### Supply network

The bar under the picture is 50 um long. Pins as bars on the die edge.
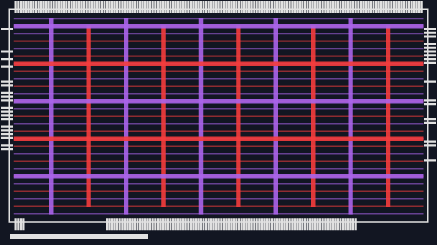
### Cell classes on the final placement

Fill, decap, tap and diode cells in grey.
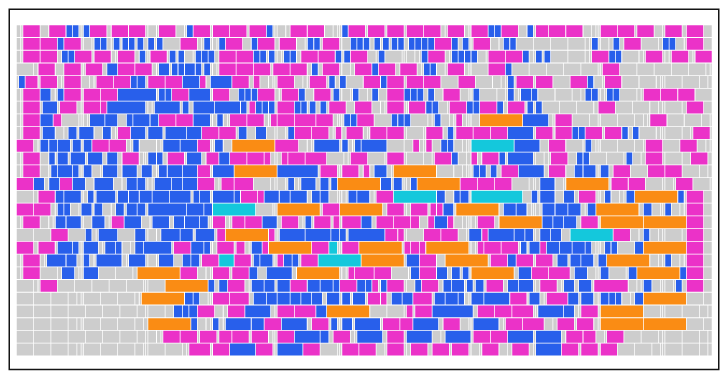
### Clock network drawn from the DEF

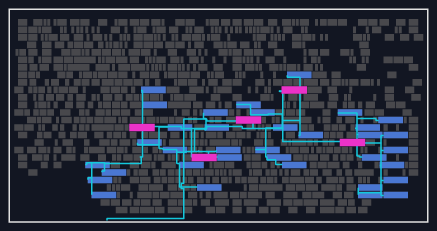
### Signal wires by layer

The bar under the picture is 50 um long. Only two layers are drawn.
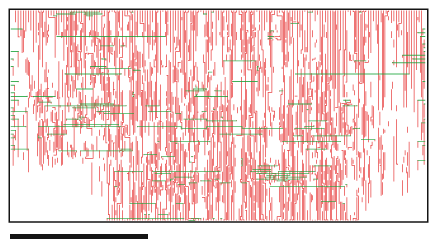
### Clock routing

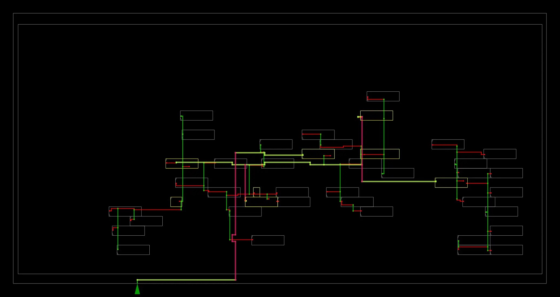
===== config.mk =====
export PLATFORM = sky130hd
export DESIGN_NAME = dmem_arbiter
export DESIGN_NICKNAME = d
export VERILOG_FILES = /design/src/rtl/dmem_arb_pkg.sv /design/src/rtl/dmem_addr_xlate.sv /design/src/rtl/dmem_arbiter.sv
export SDC_FILE = /design/constraint.sdc
export NUM_CORES = 1
export LEC_CHECK = 0
export CAP_MARGIN = 20
export CORE_ASPECT_RATIO = 0.5
export CORE_UTILIZATION = 35
export DETAILED_ROUTE_END_ITERATION = 16
export GPL_TIMING_DRIVEN = 0
export HOLD_SLACK_MARGIN = 0.02
export PLACE_DENSITY = 0.91
export SLEW_MARGIN = 15
export SYNTH_ARGS = -nofsm -noshare
export SYNTH_HDL_FRONTEND = slang
export SYNTH_SLANG_ARGS = --single-unit

===== constraint.sdc =====
create_clock -name clk -period 6.85 [get_ports clk]
set_input_delay 1.0275 -clock clk [delete_from_list [all_inputs] [get_ports clk]]
set_output_delay 1.0275 -clock clk [all_outputs]
set_load 0.005 [all_outputs]

===== src/rtl/dmem_arb_pkg.sv =====
// Shared types and constants for the data-memory arbiter.
package dmem_arb_pkg;

   typedef enum logic {
      IDLE = 1'b0,
      ACK  = 1'b1
   } arb_state_t;

   localparam logic [31:0] DEFAULT_DATA_BASE    = 32'h1001_0000;
   localparam int unsigned DEFAULT_MEMORY_DEPTH = 1024;

   // Debug wait bound is at most 255, so an 8-bit counter always suffices.
   localparam int unsigned WAIT_BOUND_MAX = 255;
   localparam int unsigned WAIT_CNT_WIDTH = $clog2(WAIT_BOUND_MAX + 1);

   typedef logic [WAIT_CNT_WIDTH-1:0] wait_cnt_t;

endpackage


===== src/rtl/dmem_addr_xlate.sv =====
// Byte address to memory word index translation with range check.
// Purely combinational; the low two address bits drop out in the shift.
module dmem_addr_xlate
   import dmem_arb_pkg::*;
#(
   parameter int unsigned MEMORY_DEPTH = DEFAULT_MEMORY_DEPTH,
   parameter logic [31:0] DATA_BASE    = DEFAULT_DATA_BASE
) (
   input  logic [31:0] addr,
   output logic [31:0] index,
   output logic        in_range
);

   // Modular subtraction: addresses below the base wrap to huge indexes.
   always_comb begin
      index    = (addr - DATA_BASE) >> 2;
      in_range = (index < 32'(MEMORY_DEPTH));
   end

endmodule


===== src/rtl/dmem_arbiter.sv =====
// Data-memory arbiter between the MEM stage and a debug/loader port.
// Optional feature: define DMEM_ARB_FAIRNESS_EN to build the wait counter
// and the forced grant that stalls the CPU; without it the debug port is
// served only in CPU-idle cycles and cpu_stall is tied low.
module dmem_arbiter
   import dmem_arb_pkg::*;
#(
   parameter int unsigned DATA_WIDTH   = 32,
   parameter int unsigned MEMORY_DEPTH = DEFAULT_MEMORY_DEPTH,
   parameter logic [31:0] DATA_BASE    = DEFAULT_DATA_BASE,
   parameter int unsigned MAX_WAIT     = 8
) (
   input  logic                  clk,
   input  logic                  reset,
   input  logic                  cpu_mem_read,
   input  logic                  cpu_mem_write,
   input  logic [31:0]           cpu_addr,
   input  logic [DATA_WIDTH-1:0] cpu_wdata,
   output logic [DATA_WIDTH-1:0] cpu_rdata,
   output logic                  cpu_stall,
   output logic                  cpu_fault,
   input  logic                  dbg_req,
   input  logic                  dbg_we,
   input  logic [31:0]           dbg_addr,
   input  logic [DATA_WIDTH-1:0] dbg_wdata,
   output logic                  dbg_ack,
   output logic                  dbg_err,
   output logic [DATA_WIDTH-1:0] dbg_rdata,
   output logic [31:0]           mem_addr,
   output logic [DATA_WIDTH-1:0] mem_wdata,
   output logic                  mem_write,
   output logic                  mem_read,
   input  logic [DATA_WIDTH-1:0] mem_rdata
);

   if (MAX_WAIT < 1 || MAX_WAIT > WAIT_BOUND_MAX) begin : g_bad_max_wait
      $error("dmem_arbiter: MAX_WAIT must be in 1..255");
   end

   arb_state_t  state;
   logic        cpu_access;
   logic        force_grant;
   logic        grant;
   logic [31:0] owner_addr;
   logic [31:0] owner_index;
   logic        owner_in_range;

   assign cpu_access = cpu_mem_read | cpu_mem_write;

`ifdef DMEM_ARB_FAIRNESS_EN
   wait_cnt_t wait_cnt;

   assign force_grant = (wait_cnt == wait_cnt_t'(MAX_WAIT));

   // Count debug wait cycles in IDLE, saturating at the bound.
   always_ff @(posedge clk or negedge reset) begin
      if (!reset) begin
         wait_cnt <= '0;
      end else if (!dbg_req || grant) begin
         wait_cnt <= '0;
      end else if (state == IDLE && !force_grant) begin
         wait_cnt <= wait_cnt + 1'b1;
      end
   end
`else
   assign force_grant = 1'b0;
`endif

   // Grant is gated by reset so a grant cut short by reset never writes.
   assign grant = reset && (state == IDLE) && dbg_req && (!cpu_access || force_grant);

   dmem_addr_xlate #(
      .MEMORY_DEPTH (MEMORY_DEPTH),
      .DATA_BASE    (DATA_BASE)
   ) u_xlate (
      .addr     (owner_addr),
      .index    (owner_index),
      .in_range (owner_in_range)
   );

   // Memory port mux: debug owns it only in a grant cycle.
   always_comb begin
      owner_addr = cpu_addr;
      mem_wdata  = cpu_wdata;
      mem_write  = cpu_mem_write & owner_in_range;
      mem_read   = cpu_mem_read & owner_in_range;
      cpu_rdata  = owner_in_range ? mem_rdata : '0;
      if (grant) begin
         owner_addr = dbg_addr;
         mem_wdata  = dbg_wdata;
         mem_write  = dbg_we & owner_in_range;
         mem_read   = ~dbg_we & owner_in_range;
         cpu_rdata  = '0;
      end
      mem_addr = owner_index;
   end

`ifdef DMEM_ARB_FAIRNESS_EN
   assign cpu_stall = grant & cpu_access;
`else
   assign cpu_stall = 1'b0;
`endif

   // FSM with registered debug response and sticky CPU fault flag.
   always_ff @(posedge clk or negedge reset) begin
      if (!reset) begin
         state     <= IDLE;
         dbg_ack   <= 1'b0;
         dbg_err   <= 1'b0;
         dbg_rdata <= '0;
         cpu_fault <= 1'b0;
      end else begin
         dbg_ack <= 1'b0;
         case (state)
            IDLE: begin
               if (grant) begin
                  state     <= ACK;
                  dbg_ack   <= 1'b1;
                  dbg_err   <= ~owner_in_range;
                  dbg_rdata <= (owner_in_range && !dbg_we) ? mem_rdata : '0;
               end
            end
            ACK: begin
               state <= IDLE;
            end
            default: begin
               state <= IDLE;
            end
         endcase
         if (!grant && cpu_access && !owner_in_range) begin
            cpu_fault <= 1'b1;
         end
      end
   end

endmodule


==> ci_impl_report.md <==
### Yosys + OpenROAD results

| Metric | Value |
|---|---|
| Status | `complete, no violations` |
| Post-layout instance area | `~7300 um2` |
| Max-area cell share | `22.5%` |
| Critical hold path startpoint | `dbg_rdata[1]$_DFFE_PN0P_` |
| WHS | `around 0.48 ns` |
| CP bufs+invs | `7` |
| H-Tree Depth | `2` |
| Sw Ratio | `between 20% and 30%` |
| Final hold vios | `0` |
| Hold Buf Count CTS | `0` |
| YS warnings | `0` |
| CTS tree | `yes` |
| Tap Cells | `140` |
| Final Cycle Share | `a little over nine tenths` |
| Clock share of power | `between 30% and 40%` |
| Most numerous logic cell after layout | `clkdlybuf4s50_1` |
| Pwr Density | `between 100 and 150 nW/um2` |
| Net load switching power | `~220 uW` |
| Synth Seq Share | `about 22%` |
| Yosys chip area | `3890 um2` |
| Worst EP arrival | `approximately 5.6 ns` |
| Dominant Register Cell | `dfrtp_1` |
| Final ANT Viol Nets | `0` |
| Cell Chain, Critical Path | `clkdlybuf4s50_1, nand2_2, buf_6, buf_4, clkbuf_8, mux2i_4, ha_2, or4b_2, o21ai_1, and3_1, o21ai_1, nor3b_2, nand4_2, buf_4, buf_6, nor4b_2, clkdlybuf4s50_1` |
| Comb power frac | `between 30% and 40%` |
| Crit-path slowest cell | `or4b_2` |
| Clock Path Buffers | `2` |
| Worst Hold Class | `reg2reg` |
| Syn avg cell area | `7.38 um2` |
| # DRC | `0` |
| Number of flops mapped to enable cells by yosys | `0` |
| Area Overhead vs Synth | `88.5%` |
| Most numerous logic cells after layout | `clkdlybuf4s50_1, nand2_1, and3_1` |
| Number of nets in the layout | `between 1,000 and 1,500` |
| Largest net degree at the start of global routing | `25` |
| Final HPWL DP | `between 15 and 20 mm` |
| Share of cells above drive strength 1 | `10.6%` |
| CP top delay family | `buffers and inverters` |
| Core area | `about 11,000 um2` |
| Io pins | `roughly 300` |
| First-pass GRT wire length | `roughly 30 mm` |
| Layout clock area frac | `about 2.3%` |
| Routed wire length | `approximately 20 mm` |
| Cell Area, Placed | `7020 um2` |
| CP Class | `in2out` |
| Logic share of the area | `around two fifths` |
| Syn Inst Count | `about 530` |
| Buffer share of cell area | `44.8%` |
-- 'Supply network' (at the start) --
| net | colour |
|---|---|
| VSS | purple |
| VDD | red |
met1 rails: 27
met5 straps: 5
met4 straps: 10
rows: 26
signal pins: 300
Die Span X: 151 um
Max VDD drop: 83.2 uV

-- 'Cell classes on the final placement' (at the start) --
| class | colour | cells |
|---|---|---|
| remaining logic cells | blue | 444 |
| registers | orange | 35 |
| clock drivers and dummy loads | cyan | 8 |
| remaining buffers and delay cells | magenta | 351 |

-- 'Clock network drawn from the DEF' (at the start) --
[flip-flops] blue | count: 35
[clock wires] cyan | length: 521 um
[clock-net drivers] magenta | count: 5
routed clock nets: 6
clock network power: 263 uW
clock skew: 0.00440 ns

-- 'Signal wires by layer' (at the start) --
| layer | colour | wire length |
|---|---|---|
| M2 | red | 10,000 um |
| M3 | green | 964 um |
Total GRT Usage: 34.0%
Avg WL per Cell: 20.7 um
Vias: 5,348

-- 'Clock routing' (at the start) --
Flop Count: 35
# clock sinks: 35
Num CTS Buffers: 5
clk_lat worst skew: 0.29 ns

tightest hold or removal path: stages, from the launching register on:
cell and delay (ns):
dfrtp_1 0.34, nand2_1 0.05, o21ai_1 0.06
power by group through the flow:
stage	registers, mW	logic [mW]	clock network (mW)
floorplan	0.211	0.0871	0
global placement	0.211	0.275	0
detailed placement	0.211	0.279	0
CTS	0.208	0.284	0.264
global route	0.208	0.307	0.274
finish	0.208	0.291	0.263
kinds of logic after synthesis:
logic type | synth area share (%)
other | 0.0963
and+or+nand+nor | 44.7
buffers and inverters | 7.20
xor gates and xnor gates | 2.92
adders and majority gates | 0.964
AOI/OAI and AO/OA | 17.1
DFF | 22.5
muxes | 4.56
repair_timing:
action | 4_1_cts | 5_1_grt
buffers inserted | 4 | 3
pin swaps | 1 | 4
gates cloned | 0 | 0
resized | 14 | 17
setup endpoints to repair | 34 | 34
through the flow:
step,setup slack [ns],total power [mW],instances
final,0.187,0.762,978
after global routing,-0.0305,0.789,978
after CTS,0.0136,0.755,975
after detailed placement,-1.04,0.490,963
after global placement,-2.31,0.487,962
after floorplan,1.14,0.299,530
flip-flops by register name (all words and copies together) (netlist names):
signal	count
cpu_fault	1
dbg_ack	1
dbg_err	1
dbg_rdata	32
layer usage:
metal	vias to the layer above	global-route usage [%]	share of wire, %
li1	2491	-	-
met1	2564	43.9	42
met2	244	57.9	49
met3	47	4.97	4.8
met4	2	10.7	3.2
met5	-	0	0.064
worst max path at each step:
| stage | end | cells after the start |
|---|---|---|
| 2_1_floorplan | cpu_rdata[10] | 16 |
| 3_3_place_gp | cpu_rdata[29] | 18 |
| 3_5_place_dp | cpu_rdata[29] | 19 |
| 4_1_cts | cpu_rdata[4] | 19 |
| 5_1_grt | cpu_rdata[26] | 18 |
| 6_report | cpu_rdata[13] | 17 |
Power and IR drop assume default switching activity.
